PDN straps and rails:
Scale bar: 50 um. Pins as bars on the die edge.
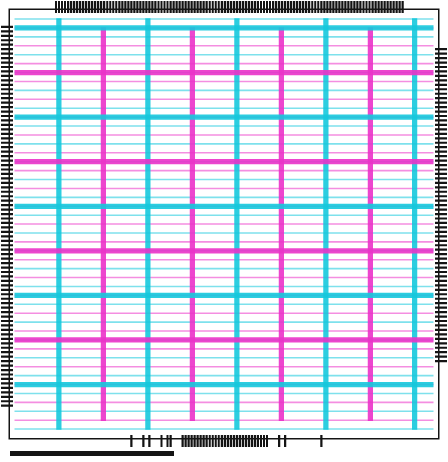
Placement by cell class:
Scale bar: 50 um.
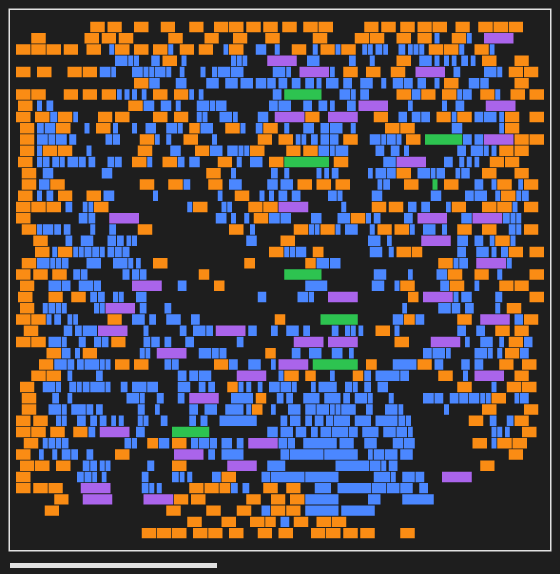
`config.mk`:
```
export PLATFORM = sky130hd
export DESIGN_NAME = arb_mux_rr
export DESIGN_NICKNAME = d
export VERILOG_FILES = /design/src/rtl/arb_mux_rr.sv
export SDC_FILE = /design/constraint.sdc
export NUM_CORES = 1
export LEC_CHECK = 0
export CAP_MARGIN = 10
export CORE_UTILIZATION = 30
export CTS_CLUSTER_SIZE = 14
export DETAILED_ROUTE_END_ITERATION = 16
export GPL_ROUTABILITY_DRIVEN = 0
export MAX_ROUTING_LAYER = met4
export PLACE_DENSITY = 0.66
export SYNTH_ARGS = -nofsm -noshare
export SYNTH_HDL_FRONTEND = slang
export SYNTH_SLANG_ARGS = --single-unit
```
`constraint.sdc`:
```
create_clock -name clk -period 6 [get_ports clk]
set_input_delay 0.6 -clock clk [delete_from_list [all_inputs] [get_ports clk]]
set_output_delay 0.6 -clock clk [all_outputs]
set_load 0.03 [all_outputs]
```
`src/rtl/arb_mux_rr.sv`:
```
// arb_mux_rr: N-channel round-robin arbiter feeding a registered one-word output stage.
// Define ARB_MUX_LOCK_EN to add the lock port that holds the grant on one channel.
module arb_mux_rr #(
  parameter int N = 8,
  parameter int W = 32,
  localparam int SELW = (N > 2) ? $clog2(N) : 1
) (
  input  logic              clk,
  input  logic              rst,
  input  logic [N*W-1:0]    in_data,
  input  logic [N-1:0]      in_valid,
  output logic [N-1:0]      in_ready,
  output logic [W-1:0]      out_data,
  output logic [SELW-1:0]   out_sel,
  output logic              out_valid,
  input  logic              out_ready
`ifdef ARB_MUX_LOCK_EN
  ,
  input  logic              lock
`endif
);

  logic [SELW-1:0] ptr_r;
  logic            rr_found_s;
  logic [SELW-1:0] rr_idx_s;
  logic [SELW:0]   scan_sum_s;
  logic [SELW-1:0] scan_idx_s;
  logic            grant_found_s;
  logic [SELW-1:0] grant_idx_s;
  logic [W-1:0]    grant_data_s;
  logic [SELW-1:0] next_ptr_s;
  logic            load_en_s;
  logic            xfer_s;
  logic            ptr_adv_s;

  // Rotating-priority scan; walking offsets downward lets the nearest requester win.
  always_comb begin
    rr_found_s = 1'b0;
    rr_idx_s   = '0;
    scan_sum_s = '0;
    scan_idx_s = '0;
    for (int i = N - 1; i >= 0; i--) begin
      scan_sum_s = {1'b0, ptr_r} + (SELW+1)'(i);
      if (scan_sum_s >= (SELW+1)'(N)) begin
        scan_sum_s = scan_sum_s - (SELW+1)'(N);
      end else begin
        scan_sum_s = scan_sum_s;
      end
      scan_idx_s = scan_sum_s[SELW-1:0];
      if (in_valid[scan_idx_s]) begin
        rr_found_s = 1'b1;
        rr_idx_s   = scan_idx_s;
      end else begin
        rr_found_s = rr_found_s;
        rr_idx_s   = rr_idx_s;
      end
    end
  end

`ifdef ARB_MUX_LOCK_EN
  logic            locked_r;
  logic [SELW-1:0] locked_ch_r;

  // While locked only the locked channel may be granted, even when it is idle.
  always_comb begin
    if (locked_r) begin
      grant_found_s = in_valid[locked_ch_r];
      grant_idx_s   = locked_ch_r;
    end else begin
      grant_found_s = rr_found_s;
      grant_idx_s   = rr_idx_s;
    end
  end

  assign ptr_adv_s = xfer_s & ~lock;

  // Lock state follows the lock input on every channel transfer.
  always_ff @(posedge clk) begin
    if (rst) begin
      locked_r    <= 1'b0;
      locked_ch_r <= '0;
    end else if (xfer_s) begin
      locked_r    <= lock;
      locked_ch_r <= grant_idx_s;
    end else begin
      locked_r    <= locked_r;
      locked_ch_r <= locked_ch_r;
    end
  end
`else
  assign grant_found_s = rr_found_s;
  assign grant_idx_s   = rr_idx_s;
  assign ptr_adv_s     = xfer_s;
`endif

  assign load_en_s  = ~out_valid | out_ready;
  assign xfer_s     = grant_found_s & load_en_s & ~rst;
  assign next_ptr_s = (grant_idx_s == SELW'(N - 1)) ? '0 : grant_idx_s + SELW'(1);

  // One-hot accept for the granted channel and its data word.
  always_comb begin
    in_ready     = '0;
    grant_data_s = '0;
    for (int k = 0; k < N; k++) begin
      if (grant_idx_s == SELW'(k)) begin
        in_ready[k]  = xfer_s;
        grant_data_s = in_data[k*W +: W];
      end else begin
        in_ready[k]  = 1'b0;
        grant_data_s = grant_data_s;
      end
    end
  end

  // Output register: reload on channel transfer, drain on output-only transfer.
  always_ff @(posedge clk) begin
    if (rst) begin
      out_valid <= 1'b0;
      out_data  <= '0;
      out_sel   <= '0;
      ptr_r     <= '0;
    end else begin
      if (xfer_s) begin
        out_valid <= 1'b1;
        out_data  <= grant_data_s;
        out_sel   <= grant_idx_s;
      end else if (out_ready) begin
        out_valid <= 1'b0;
      end else begin
        out_valid <= out_valid;
      end
      if (ptr_adv_s) begin
        ptr_r <= next_ptr_s;
      end else begin
        ptr_r <= ptr_r;
      end
    end
  end

endmodule

```
==> reports/qor.yml <==
ys_warn_count: 0
required_ns: 5.40
ioPinCount: 311
yosysSeqAreaShare: 0.157
grt_max_degree: 69
avgRoutedWirePerCell_um: 20.5
tightest_slew_ns: 0.956
outcome: "complete, no violations"
die_w_um: 131
avgSynthCellArea_um2: 6.47
vias: 6955
vias_per_cell: 5.61
min_from: "out_data[2]"
routed_wl_mm: 25.5
combPwrFrac: 0.858
reg2reg_depth: 16
ir_worst_vdd_mv: 0.414
ant_nets: 0
edf_count: 0
fmax_mhz: 179
ys.flops: 39
cap_violations: 0
fin_nets: 1295
grt_pass1_wl_mm: 36.3
p_int_uw: 2380
drc: 0
drive_gt1_frac: 0.0568
r2r_slack_ns: 0.65
finalClockSkew_ns: 0.00390
muxShareOfSynthArea: 0.0855
cts_num_sinks: 39
track_usage: 0.293
r2r_start: "ptr_r[0]"
hold_path_depth: 2
adder_share: 0.0177
slew_violations: 0
synth_area_um2: 4960
dieArea_um2: 17100
antenna_found_initial: 0
synth_chip_area_um2: 4960
critical_path_class: "flop to output port"
synthAoiAreaFrac: 0.353
crit_chain: "inv_1 > ha_1 > mux4_2 > mux2_2 > a221oi_1 > a211oi_1 > a211o_1 > inv_1 > ha_1 > buf_4 > ha_2 > and2_1 > buf_4"
crit_path_max_fanout: 35
powerSeq_uw: 431
p_clk_frac: 0.066
synthXorXnorAreaFrac: 0.00706
htreeDepth: 2
total_power_uw: 5630
cts-root-buf: "clkbuf_16"
syn_nets: 1041
critPathSlowestCell: "dfxtp_1"
clockBufferDepth: 2
clock_latency_ns: 0.30
tool_warnings: 30
p_per_area_nw_per_um2: 672
first_pass_iters: 5
setup_viol: 0
overflow: 0
rsz0062_at_grt: "no"
ys_cells: 767
drt-initial-drc-count: 645
fp.dieH_um: 131
power.group.top: "combinational cells"
setup-tns-final_ns: 0
area_leaders: "dfxtp_1 16%, nor2_1 9.2%, a21oi_1 8.5%"
fp.coreArea_um2: 16000
power_switching_share: 0.577
r2r-end: "out_data[8]"
fin_crit_ns: 5.58
holdPathEnd: "out_data[2]"
cts_buffers: 5
fp_util: 0.310
flop_cell: "dfxtp_1"
power_frac_seq: 0.077
cts_setup_buffers: 0
yosysUniqueCellTypes: 58
cts_tree: "yes"
io_buffers: 310
arrival_ns: 4.98
grt_pass1_vias: 6336
area_growth_pct: 68.7
ys_sh_simple: 0.289
end_kind: "output port"
top_area_frac: 0.157
fp-row-count: 46
fin_hold_ws_ns: 0.489
powerClk_uw: 370
logic_family: "AND-OR/OR-AND gates"
Notes on 'PDN straps and rails' above:
VSS -> cyan
VDD -> magenta
met1 rails = 47
met5 straps = 9

Notes on 'placement by cell class' above:
clock drivers and dummy loads -> green  # cells 8, share of their area 2.3%
sequential cells -> purple  # cells 39, share of their area 9.6%
combinational and other logic -> blue  # cells 647, share of their area 48%
remaining buffers and delay cells -> orange  # cells 328, share of their area 40%

-- state kept, by name (all words and copies together), names as in the netlist --
signal	flops
out_data	32
out_sel	3
out_valid	1
ptr_r	3
-- Yosys cell counts, types with 3 or more instances --
cell type,instances
o311ai_0,19
dfxtp_1,39
a22oi_1,4
clkbuf_1,63
buf_2,7
mux2i_1,12
o22ai_1,27
a221oi_1,3
nor4_1,5
a211oi_1,23
nor3_1,15
buf_1,7
nand3b_1,15
nand2_1,93
o21ai_1,4
buf_6,3
nand4_1,38
a21oi_1,84
a2bb2oi_1,5
and3_1,5
nor2_1,121
o211ai_1,20
inv_1,28
mux4_2,10
o21ai_0,25
xor2_1,3
mux2_2,7
a211o_1,10
a311oi_1,4
ha_1,7
nor2b_1,11
o2111ai_1,19
-- logic make-up (layout without fill, tap and decap cells) --
kind of cell | count (synthesis) | after routing
AND/OR/NAND/NOR | 314 | 314
AND-OR/OR-AND | 263 | 263
buffers and inverters | 111 | 366
flip-flops | 39 | 39
multiplexers | 29 | 29
adder cells (fa/ha/maj) | 7 | 7
XOR/XNOR | 4 | 4
other | 0 | 2
-- through the flow --
step	instance area, um2	utilization	instances	setup slack [ns]
global placement	8180	0.511	1230	0.833
global route	8370	0.523	1238	0.131
finish	8370	0.523	1240	0.420
floorplan	4960	-	767	0.964
CTS	8370	0.523	1238	0.417
detailed placement	8180	0.511	1230	0.723
-- cell type report --
type | instances | area [um2]
clock inverter | 2 | 60.1
multi-input combinational | 617 | 3780
inverter | 30 | 113
sequential | 39 | 781
timing repair buffer | 328 | 3230
antenna | 2 | 5.00
fill | 1667 | 7630
clock buffer | 6 | 129
tap | 216 | 270
-- metal layers --
metal,track usage,vias up,part of all wire
met1,0.381,3175,0.42
met2,0.462,379,0.47
met4,0.0947,0,0.033
met5,-,-,0
met3,0.0472,45,0.083
li1,-,3356,-
-- worst max path at each step --
stage	to	slack, ns	start
floorplan	in_ready[2]	0.96	ptr_r[0]
global placement	in_ready[3]	0.83	ptr_r[0]
detailed placement	out_data[8]	0.72	ptr_r[0]
CTS	in_ready[3]	0.42	ptr_r[0]
global route	in_ready[3]	0.13	ptr_r[0]
finish	in_ready[3]	0.42	ptr_r[0]
-- cell usage in the layout, fill, tap and decap left out, types with 4 or more instances in the layout --
master / n
mux2_2: 7
nor2_1: 121
nand4_1: 38
nor4_1: 5
mux2i_1: 12
a211oi_1: 23
buf_4: 20
nand3b_1: 15
dfxtp_1: 39
mux4_2: 10
o211ai_1: 20
nor2b_1: 11
and3_1: 5
o21ai_0: 25
nor3_1: 15
nand2_1: 93
a21oi_1: 84
o311ai_0: 19
a22oi_1: 4
clkdlybuf4s50_1: 308
o2111ai_1: 19
clkbuf_16: 5
a2bb2oi_1: 5
a211o_1: 10
a311oi_1: 4
o22ai_1: 27
inv_1: 28
-- critical path: cells and delay by family (launching register included) --
kind	cells	cell delay [ns]
buffers and inverters	4	0.90
adders and majority gates	3	1.19
AOI/OAI and AO/OA	3	0.60
DFF	1	0.74
muxes	2	0.97
and+or+nand+nor	1	0.25
